==> run_1/pdn.png <==
(2 px per um) Pins as bars on the die edge. Tap cells in grey.
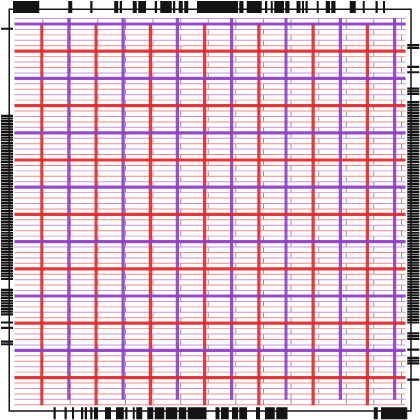
==> run_1/cell_classes.png <==
(2 px per um) Fill, decap, tap and diode cells in grey.
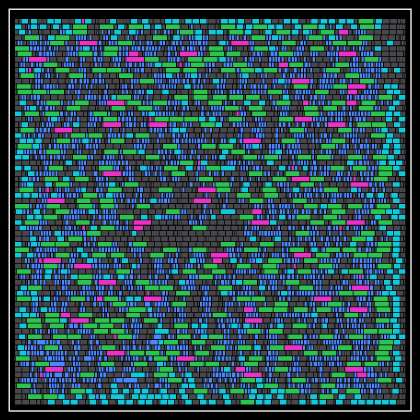
==> run_1/clock_map.png <==
(2 px per um)
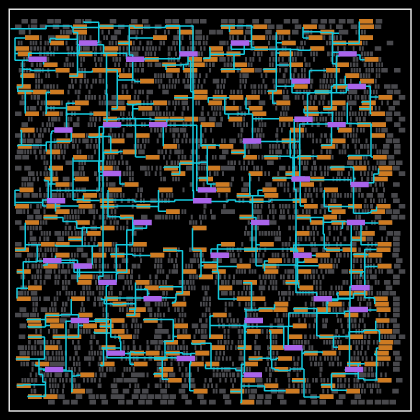
Design pipe_stage_reg, sky130hd; sources not shown.
==> results_dict.tcl, run 1 <==
# metrics dict for downstream scripts
set metrics [dict create \
    cts_buffers 40 \
    status "finished, final reports clean" \
    post_synth_num_cell_types 22 \
    hold-path-cell-count 2 \
    simple_gate_share 0.4472 \
    synthesis.nets 3023 \
    total_global_routing_track_utilization 0.2540 \
    remaining_antenna_violation_count_after_routing 0 \
    finalNetCount 3255 \
    achievable-frequency_mhz 352.7 \
    numSynthFlops 352 \
    synth_chip_area_sq_um 17310 \
    grt_pass1_vias 15790 \
    netlist_top_cells_area "sky130_fd_sc_hd__dfxtp_1, sky130_fd_sc_hd__nand2_1, sky130_fd_sc_hd__nor2_1" \
    worstMarginPinSlew_ps 1162 \
    totalNegativeSetupSlack_ps 0 \
    layout.area.seq_sq_um 7051 \
    dpl.hpwl_mm 30.99 \
    post-route-period-util 0.6032 \
    met2RoutedLength_mm 23.42 \
    logic_family "simple AND/OR/NAND/NOR gates" \
    logic_gate_count 1965 \
    worst-endpoint-required_ps 4230 \
    report.final.setup_viol 0 \
    pin_count_of_the_biggest_net_entering_global_routing 168 \
    power_per_cell_area_nw_per_um2 343.1 \
    dieArea_sq_um 40040 \
    grt.met3_usage 0.06102 \
    wl_per_cell_um 14.34 \
    synth_largest_type_area_fraction 0.4072 \
    final.fill_count 3705 \
    max-clock-path-buffers 3 \
    routed-wl-met3_mm 3.795 \
    regToRegSetupSlack_ps 1870 \
    proportion_of_synthesized_chip_area_in_sequential_cells 0.4072 \
    drive_gt1_frac 0.03021 \
    port_buffers 356 \
    period_minus_slack_ps 2835 \
    core.rowCount 71 \
    global_route.usage.met1 0.3314 \
    initial_antenna_violation_count 19 \
    count_of_flip_flops_with_a_built_in_enable_after_synthesis 0 \
    detailedRoute.firstIterationViolations 954 \
    syn_area_sq_um 17310 \
    grt_pass1_wl_mm 83.57 \
    layout.cells.largest_class "multi-input combinational cells" \
    worst_setup_path_start_kind "flip-flop" \
    ys_sh_aoi 0.009037 \
    boundaryPins 357 \
    mux_area_frac 0 \
    detail_route.wirelength.met1_mm 23.50 \
    criticalPathCategory "flip-flop to primary output" \
    rr_worst_depth 8 \
    yosys.area.top_type "sky130_fd_sc_hd__dfxtp_1" \
    clock_distribution_area_overhead_in_the_final_layout 0.05806 \
    htree_num_levels 2 \
    max-cap-violations 0 \
    syn-mean-instance-area_sq_um 6.072 \
    num-clock-buffers 66 \
    tritoncts "done" \
    rsz0062_at_grt "no" \
    fa_ha_area_frac 0.0007230 \
    async_reset_ff_frac 0 \
    syn2layout_area_growth_pct 27.13 \
    grt_use_met2 0.4051 \
    critPathCaptureType "primary output" \
    synthTopCellsByCount "sky130_fd_sc_hd__nand2_1, sky130_fd_sc_hd__nor2_1, sky130_fd_sc_hd__dfxtp_1" \
    timing.max_slew.rel_slack 0.2254 \
    flops 352 \
    post-layout-total-power_mw 7.548 \
    synth_stat.cells 2850 \
    via_count 17310 \
    flop_cell "sky130_fd_sc_hd__dfxtp_1" \
    vias_per_cell 4.760 \
    dpl-instance-area_sq_um 20690 \
    syn-instance-count 2850 \
    dp.cells 3551 \
    synth_dominant_cell_count "sky130_fd_sc_hd__nand2_1" \
    tritoncts_num_sinks 352 \
    final.signal_buffer_count 371 \
    drt_first_pass_iters 5 \
    nonClockInverterCount 352 \
    critical_path.max_fanout 87 \
    totalWireLength_mm 52.14 \
    p_leak_nw 10.70 \
    timing.final.hold_violations 0 \
    layout.buffer.nonclock.area_share 0.1699 \
    uppermost_layer_routed "met5" \
    synth_xor_xnor_area_share 0 \
    holdCritPathClass "flip-flop to flip-flop" \
    multi_input_combinational_cell_area_sq_um 7926 \
    gr-total-overflow 0 \
    post_cts_resize_count 0 \
    final_core_utilization 0.5827 \
    fp_util 0.4584 \
    n_antenna_cell 13 \
    place_worst_setup_slack_ps 1765 \
    yosysWarningCount 6 \
    final-instance-count-excl-fill 3636 \
    holdBufCountCts 0 \
    cts.repair_timing.setup_buffer_count 0 \
]
## Picture notes: pdn.png
Purple marks VDD. Red marks VSS.
The core has 71 rows. 14 straps on met4. 14 straps on met5. 72 met1 rails follow the rows. 511 tap cells.
die span in y: 200.1 um
area of the core: 37760 sq um
DIE WIDTH: 200.1 um
worst supply voltage drop on vdd: 0.2404 mV

## Picture notes: cell_classes.png
Green marks flip-flops, cells 352. Cyan marks other buffers and delay cells, cells 371. Magenta marks clock drivers and dummy loads, cells 72. Blue marks all other logic, cells 2317.
post-route cell area: 22000 sq um
register share of the cell area: 0.3205

## Picture notes: clock_map.png
Orange marks flip-flops, count 352. Purple marks cells driving clock nets, count 40. Cyan marks clock wires, length 4870 um.
Position of the flops: spread over the die. There are 41 routed clock nets.
Power Clock: 3.06 mW
Clk Latency, worst-skew pair: 560 ps
post-route clock skew: 17.39 ps
clock share of power: 0.406

[run 1: cell usage in the layout, fill, tap and decap left out, types with 2 or more instances in the layout]
cell | netlist | layout
sky130_fd_sc_hd__clkdlybuf4s50_1 | 0 | 356
sky130_fd_sc_hd__nand3_1 | 335 | 335
sky130_fd_sc_hd__a21oi_1 | 28 | 28
sky130_fd_sc_hd__nor2_2 | 3 | 3
sky130_fd_sc_hd__clkbuf_1 | 49 | 13
sky130_fd_sc_hd__inv_2 | 8 | 3
sky130_fd_sc_hd__diode_2 | 0 | 13
sky130_fd_sc_hd__dfxtp_1 | 352 | 351
sky130_fd_sc_hd__buf_12 | 0 | 5
sky130_fd_sc_hd__inv_1 | 344 | 344
sky130_fd_sc_hd__nor2_1 | 678 | 678
sky130_fd_sc_hd__nand2_1 | 908 | 908
sky130_fd_sc_hd__inv_4 | 0 | 4
sky130_fd_sc_hd__clkbuf_16 | 0 | 41
sky130_fd_sc_hd__clkinv_2 | 0 | 4
sky130_fd_sc_hd__o21ai_0 | 2 | 2
sky130_fd_sc_hd__nor2_4 | 4 | 4
sky130_fd_sc_hd__clkbuf_8 | 0 | 12
sky130_fd_sc_hd__inv_6 | 0 | 3
sky130_fd_sc_hd__buf_4 | 20 | 10
[run 1: critical path: stages, from the launching register on]
cell and delay [ps]:
sky130_fd_sc_hd__dfxtp_4 350, sky130_fd_sc_hd__inv_6 510, sky130_fd_sc_hd__clkdlybuf4s50_1 930
[run 1: where the power goes]
part           switching [mW]  internal (mW)  leakage, nW  total, mW
registers              0.0756           3.11         2.87       3.18
clock network            1.27           1.80        0.632       3.06
logic                   0.833          0.471         7.20       1.30
total                    2.17           5.37         10.7       7.55
==> run_1/final_congestion.png <==
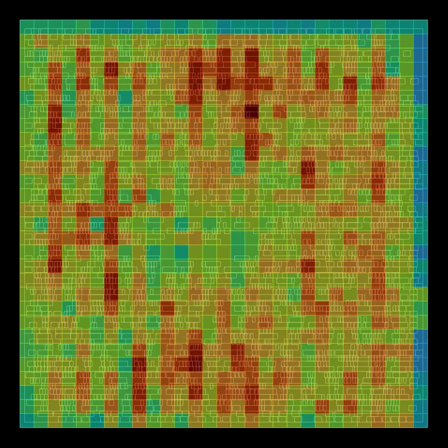

## Run 2: what changed since run 1
clock period = 2.85 ns   (was 4.7 ns; I/O delays follow)
==> run_2/final_congestion.png <==
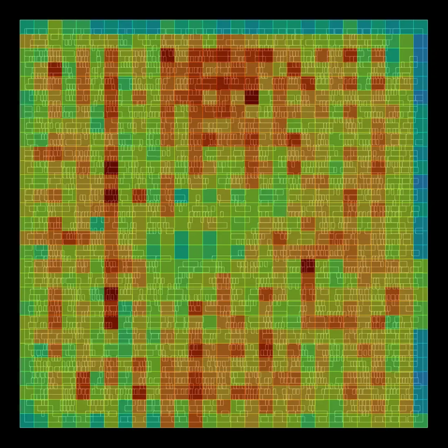
post-layout utilization of the core: 0.5892
met3 routing resource usage after global routing: 0.05923

==> run_2/metal_stack.png <==
(2 px per um)
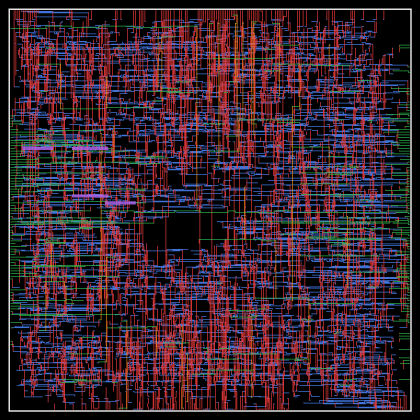
Blue marks met1, wire length 23.3 mm. Red marks met2, wire length 23.8 mm. Purple marks met5, wire length 60.7 um. Green marks met3, wire length 3500 um. Orange marks met4, wire length 1250 um.
total global routing track utilization: 0.2569
per-cell routed wire length: 14.28 um
Routed WL: 51.97 mm
Via Count: 17350

==> run_2/cell_classes.png <==
(2 px per um) Fill, decap, tap and diode cells in grey.
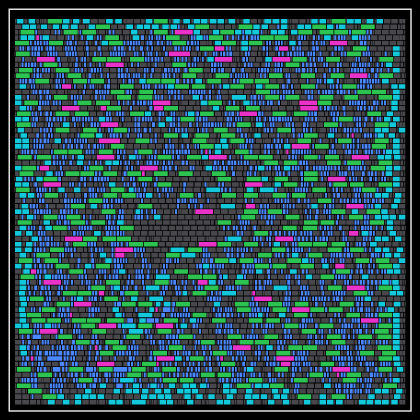
Blue marks all other logic, cells 2317. Green marks flip-flops, cells 352. Magenta marks clock drivers and dummy loads, cells 70. Cyan marks other buffers and delay cells, cells 379.
std cell rows: 71
post-route cell area: 22250 sq um

==> results_dict.tcl, run 2 <==
# metrics dict for downstream scripts
set metrics [dict create \
    status "finished, final reports clean" \
    tritoncts "done" \
    core_sq_um 37760 \
    grt_pass1_vias 16400 \
    vias_per_cell 4.766 \
    dpl.hpwl_mm 31.50 \
    netlist_top_cells_area "sky130_fd_sc_hd__dfxtp_1, sky130_fd_sc_hd__nand2_1, sky130_fd_sc_hd__nor2_1" \
    synth_stat.cells 2850 \
    final_common_cell "sky130_fd_sc_hd__nand2_1" \
    fin_skew_ps 18.79 \
    dieArea_sq_um 40040 \
    totalNegativeSetupSlack_ps 0 \
    synthesis.nets 3023 \
    syn2layout_area_growth_pct 28.54 \
    syn-instance-count 2850 \
    htree_num_levels 2 \
    gr-total-overflow 0 \
    fa_ha_area_frac 0.0007230 \
    synth_chip_area_sq_um 17310 \
    worstMarginPinSlew_ps 936.5 \
    worst-path-stages 3 \
    grt_pass1_wl_mm 85.44 \
    logic_family "simple AND/OR/NAND/NOR gates" \
    post-route-period-util 0.8366 \
    drt_first_pass_iters 5 \
    syn_area_sq_um 17310 \
    max-cap-violations 0 \
    simple_gate_share 0.4472 \
    critical_path.max_fanout 12 \
    cts.repair_timing.setup_buffer_count 0 \
    pin_count_of_the_biggest_net_entering_global_routing 169 \
    worst-endpoint-required_ps 2570 \
    synth_xor_xnor_area_share 0 \
    cts_buffers 40 \
    synth_largest_type_area_fraction 0.4072 \
    place_worst_setup_slack_ps 459.9 \
    report.final.setup_viol 0 \
    timing.final.hold_violations 0 \
    tritoncts_num_sinks 352 \
    holdBufCountCts 0 \
    synthTopCellsByCount "sky130_fd_sc_hd__nand2_1, sky130_fd_sc_hd__nor2_1, sky130_fd_sc_hd__dfxtp_1" \
    criticalPathCategory "flip-flop to primary output" \
    p_seq_frac 0.416 \
    timing.max_slew.rel_slack 0.3757 \
    max-clock-path-buffers 3 \
    critPathCaptureType "primary output" \
    critPathMaxStageDelay_ps 800 \
    finalNetCount 3263 \
    power.clock.fraction 0.411 \
    detailedRoute.firstIterationViolations 1010 \
    post_synth_num_cell_types 22 \
    netSwitchingFraction 0.2851 \
    rr_worst_depth 6 \
    hold-path-cell-count 3 \
    yosys.area.top_type "sky130_fd_sc_hd__dfxtp_1" \
    internal_power_of_the_cells_mw 9.018 \
    boundaryPins 357 \
    die.size.y_um 200.1 \
    regToRegSetupSlack_ps 630 \
    ys_sh_aoi 0.009037 \
    switchingPower_mw 3.596 \
    holdCritPathClass "input port to flip-flop" \
]
run 2: netlist changes by cell type in the layout (fill, tap and decap cells not counted), moves of 2 or more:
| cell | change |
|---|---|
| sky130_fd_sc_hd__buf_12 | +12 |
| sky130_fd_sc_hd__buf_4 | -3 |
| sky130_fd_sc_hd__bufinv_16 | +2 |
| sky130_fd_sc_hd__clkbuf_1 | -5 |
| sky130_fd_sc_hd__diode_2 | -2 |
run 2: worst register-to-register path: stages (launching register included):
cell,delay (ps)
sky130_fd_sc_hd__dfxtp_1,570
sky130_fd_sc_hd__nand2_1,200
sky130_fd_sc_hd__o22ai_4,240
sky130_fd_sc_hd__buf_12,550
sky130_fd_sc_hd__nand3_1,410
sky130_fd_sc_hd__nand2_1,110
sky130_fd_sc_hd__nor2_1,40
run 2: power by group through the flow:
stage	logic [mW]	registers [mW]	clock network (mW)
final	2.17	5.25	5.19
after detailed placement	2.17	5.36	0
after global routing	2.37	5.27	5.51
after floorplan	0.835	5.89	0
after CTS	2.18	5.25	5.31
after global placement	2.16	5.35	0
run 2: final cells by class:
class,instances,area (sq um),area share
Inverter,352,1336,0.06007
Tap cell,511,639.4,0.02874
Timing Repair Buffer,379,3946,0.1774
Sequential cell,352,7051,0.3169
Multi-Input combinational cell,1965,7926,0.3563
Antenna cell,11,27.53,0.001237
Clock buffer,60,1207,0.05428
Clock inverter,10,111.4,0.005006
run 2: per-layer routing:
layer,up-vias,share of wire,global-route usage
li1,8959,-,-
met1,7842,0.45,0.3337
met2,455,0.46,0.4165
met3,83,0.067,0.05923
met4,8,0.024,0.09462
met5,-,0.0012,0
Power figures rest on the tool's default switching activity, not on a simulated workload.
